### Where the registers sit

Bar = 20 um. Other sequential cells in the stronger grey, the rest of the logic in the fainter grey.
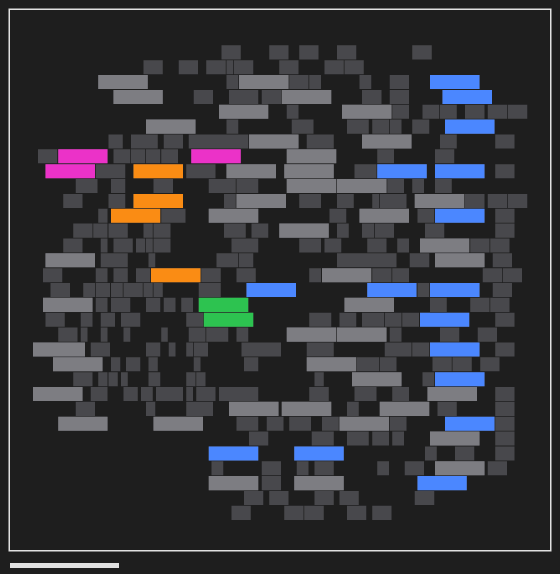
### Sizing map

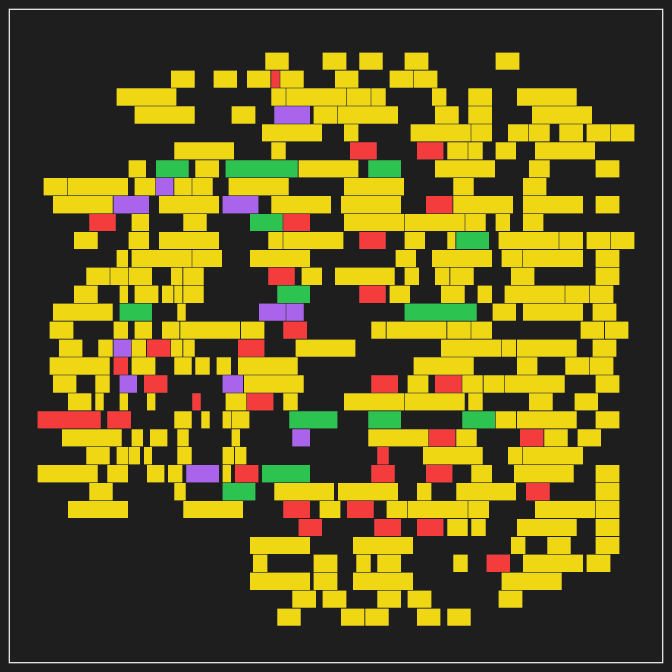
### Placement view

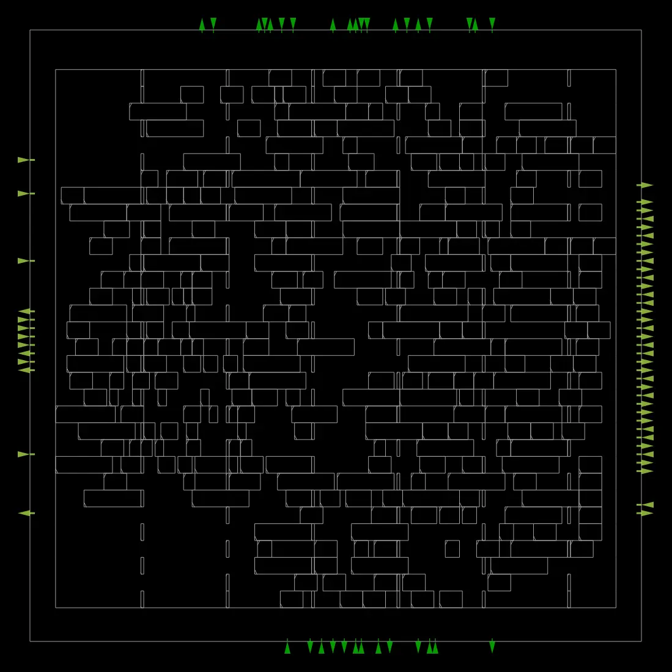
==> config.mk <==
export PLATFORM = sky130hd
export DESIGN_NAME = regfile_access_ctrl
export DESIGN_NICKNAME = d
export VERILOG_FILES = /design/src/rtl/regfile_access_ctrl_pkg.sv /design/src/rtl/regfile_access_ctrl.sv
export SDC_FILE = /design/constraint.sdc
export NUM_CORES = 1
export LEC_CHECK = 0
export CAP_MARGIN = 20
export CORE_MARGIN = 4
export CORE_UTILIZATION = 35
export CTS_CLUSTER_DIAMETER = 60
export DETAILED_ROUTE_END_ITERATION = 6
export SKIP_CTS_REPAIR_TIMING = 1
export SLEW_MARGIN = 30
export SYNTH_ARGS = -nofsm -noshare
export SYNTH_HDL_FRONTEND = slang
export SYNTH_SLANG_ARGS = --single-unit
export TNS_END_PERCENT = 20
==> constraint.sdc <==
create_clock -name CLK -period 2.15 [get_ports CLK]
set_input_delay 0.215 -clock CLK [delete_from_list [all_inputs] [get_ports CLK]]
set_output_delay 0.215 -clock CLK [all_outputs]
set_load 0.005 [all_outputs]
==> src/rtl/regfile_access_ctrl_pkg.sv <==
// rtl/regfile_access_ctrl_pkg.sv - shared encodings and default widths for the register-file access controller
package regfile_access_ctrl_pkg;

   localparam int DEF_DATA_WIDTH = 16;
   localparam int DEF_ADDR_WIDTH = 3;

   typedef enum logic [1:0] {
      OP_WRITE    = 2'b00,
      OP_READ     = 2'b01,
      OP_WRVERIFY = 2'b10,
      OP_CLEAR    = 2'b11
   } cmdOp_t;

   typedef enum logic [2:0] {
      IDLE    = 3'd0,
      WRITE   = 3'd1,
      READ    = 3'd2,
      RD_WAIT = 3'd3,
      CLEAR   = 3'd4,
      RESP    = 3'd5
   } state_t;

endpackage

==> src/rtl/regfile_access_ctrl.sv <==
// rtl/regfile_access_ctrl.sv - command/response front end driving a register file (write, read, write-verify, clear-all)
// Every output is a register loaded from its *Nxt value, computed alongside the next state.
module regfile_access_ctrl
   import regfile_access_ctrl_pkg::*;
#(
   parameter int DATA_WIDTH = DEF_DATA_WIDTH,
   parameter int ADDR_WIDTH = DEF_ADDR_WIDTH
) (
   input  logic                  CLK,
   input  logic                  RST,
   input  logic                  Cmd_Valid,
   output logic                  Cmd_Ready,
   input  logic [1:0]            Cmd_Op,
   input  logic [ADDR_WIDTH-1:0] Cmd_Addr,
   input  logic [DATA_WIDTH-1:0] Cmd_Data,
   output logic                  Rsp_Valid,
   input  logic                  Rsp_Ready,
   output logic [DATA_WIDTH-1:0] Rsp_Data,
   output logic                  Rsp_Err,
   output logic                  WrEn,
   output logic                  RdEn,
   output logic [ADDR_WIDTH-1:0] Address,
   output logic [DATA_WIDTH-1:0] WrData,
   input  logic [DATA_WIDTH-1:0] RdData
);

   localparam logic [ADDR_WIDTH:0] CNT_ONE = {{ADDR_WIDTH{1'b0}}, 1'b1};

   state_t                state, stateNxt;
   cmdOp_t                opReg, opNxt;
   logic [ADDR_WIDTH-1:0] addrReg, addrNxt;
   logic [DATA_WIDTH-1:0] dataReg, dataNxt;
   logic [ADDR_WIDTH:0]   clrCnt, clrCntNxt;

   logic                  cmdReadyNxt, rspValidNxt, rspErrNxt, wrEnNxt, rdEnNxt;
   logic [ADDR_WIDTH-1:0] addressNxt;
   logic [DATA_WIDTH-1:0] wrDataNxt, rspDataNxt;

   always_ff @(posedge CLK or posedge RST) begin
      if (RST) begin
         state     <= IDLE;
         opReg     <= OP_WRITE;
         addrReg   <= '0;
         dataReg   <= '0;
         clrCnt    <= '0;
         Cmd_Ready <= 1'b1;
         Rsp_Valid <= 1'b0;
         Rsp_Data  <= '0;
         Rsp_Err   <= 1'b0;
         WrEn      <= 1'b0;
         RdEn      <= 1'b0;
         Address   <= '0;
         WrData    <= '0;
      end else begin
         state     <= stateNxt;
         opReg     <= opNxt;
         addrReg   <= addrNxt;
         dataReg   <= dataNxt;
         clrCnt    <= clrCntNxt;
         Cmd_Ready <= cmdReadyNxt;
         Rsp_Valid <= rspValidNxt;
         Rsp_Data  <= rspDataNxt;
         Rsp_Err   <= rspErrNxt;
         WrEn      <= wrEnNxt;
         RdEn      <= rdEnNxt;
         Address   <= addressNxt;
         WrData    <= wrDataNxt;
      end
   end

   always_comb begin
      stateNxt    = state;
      opNxt       = opReg;
      addrNxt     = addrReg;
      dataNxt     = dataReg;
      clrCntNxt   = clrCnt;
      cmdReadyNxt = 1'b0;
      rspValidNxt = 1'b0;
      rspDataNxt  = Rsp_Data;
      rspErrNxt   = Rsp_Err;
      wrEnNxt     = 1'b0;
      rdEnNxt     = 1'b0;
      addressNxt  = '0;
      wrDataNxt   = '0;

      case (state)
         IDLE: begin
            rspDataNxt = '0;
            rspErrNxt  = 1'b0;
            if (Cmd_Valid && Cmd_Ready) begin
               opNxt   = cmdOp_t'(Cmd_Op);
               addrNxt = Cmd_Addr;
               dataNxt = Cmd_Data;
               case (cmdOp_t'(Cmd_Op))
                  OP_READ: begin
                     stateNxt   = READ;
                     rdEnNxt    = 1'b1;
                     addressNxt = Cmd_Addr;
                  end
                  OP_CLEAR: begin
                     stateNxt  = CLEAR;
                     wrEnNxt   = 1'b1;
                     clrCntNxt = CNT_ONE;
                  end
                  default: begin
                     stateNxt   = WRITE;
                     wrEnNxt    = 1'b1;
                     addressNxt = Cmd_Addr;
                     wrDataNxt  = Cmd_Data;
                  end
               endcase
            end else begin
               cmdReadyNxt = 1'b1;
            end
         end

         WRITE: begin
            if (opReg == OP_WRVERIFY) begin
               stateNxt   = READ;
               rdEnNxt    = 1'b1;
               addressNxt = addrReg;
            end else begin
               stateNxt    = RESP;
               rspValidNxt = 1'b1;
               rspDataNxt  = '0;
               rspErrNxt   = 1'b0;
            end
         end

         READ: stateNxt = RD_WAIT;

         RD_WAIT: begin
            stateNxt    = RESP;
            rspValidNxt = 1'b1;
            rspDataNxt  = RdData;
            rspErrNxt   = (opReg == OP_WRVERIFY) && (RdData != dataReg);
         end

         // clrCnt runs one ahead of Address; its MSB ends the sweep without wrapping.
         CLEAR: begin
            if (clrCnt[ADDR_WIDTH]) begin
               stateNxt    = RESP;
               rspValidNxt = 1'b1;
               rspDataNxt  = '0;
               rspErrNxt   = 1'b0;
            end else begin
               wrEnNxt    = 1'b1;
               addressNxt = clrCnt[ADDR_WIDTH-1:0];
               clrCntNxt  = clrCnt + CNT_ONE;
            end
         end

         RESP: begin
            if (Rsp_Ready) begin
               stateNxt    = IDLE;
               cmdReadyNxt = 1'b1;
               rspDataNxt  = '0;
               rspErrNxt   = 1'b0;
            end else begin
               rspValidNxt = 1'b1;
            end
         end

         default: begin
            stateNxt    = IDLE;
            cmdReadyNxt = 1'b1;
         end
      endcase
   end

endmodule

==> out/qor.yml <==
outcome: "complete, no violations"
pwr-share-seq_pct: 46.1
synth-async-reset-ratio_pct: 100.0
finalSetupTns_ps: 0
p_sw_mw: 1.159
syn_nets: 257
worstSetupEndpoint: "Rsp_Data[14]"
ys_sh_xor_pct: 4.848
die_h_um: 98.88
slowest_delay_ps: 630
pre_cts_ws_ps: 308.9
grt_start_max_net_pins: 26
pg_comb_mw: 0.978
pg_clk_mw: 1.14
drtAntennaViolNets: 0
power-top-group: "sequential cells"
cap_violations: 0
power_frac_comb_pct: 24.9
swShare_pct: 29.53
dpl_cell_area_um2: 3794
crit_start: "state[1]"
synth-edff-count: 0
routed_wl_um: 6712
ys_cells: 215
-- 'Where the registers sit' (at the start) --
colour	signal	flops
green	`opReg`	2
orange	`clrCnt`	4
blue	`Rsp_Data`	16
magenta	`addrReg`	3
sequential share of cell area: 42.46%
final core utilization: 50.84%

-- 'Sizing map' (at the start) --
colour	size	cells	share
purple	x3 and x4	11	3.6%
red	x2	33	11%
yellow	x1 and smaller	250	81%
green	x6 and larger	13	4.2%
Setup WS post-layout: 342.3 ps
post-route cell area: 4010 um^2
Non-clock buffers: 85
Layout area overhead: 38.74%

-- 'Placement view' (at the start) --
tap cell count: 102
Finished Layout Cells: 409
fill count: 716

No activity file was given, so power comes from the tool's default toggle rates.
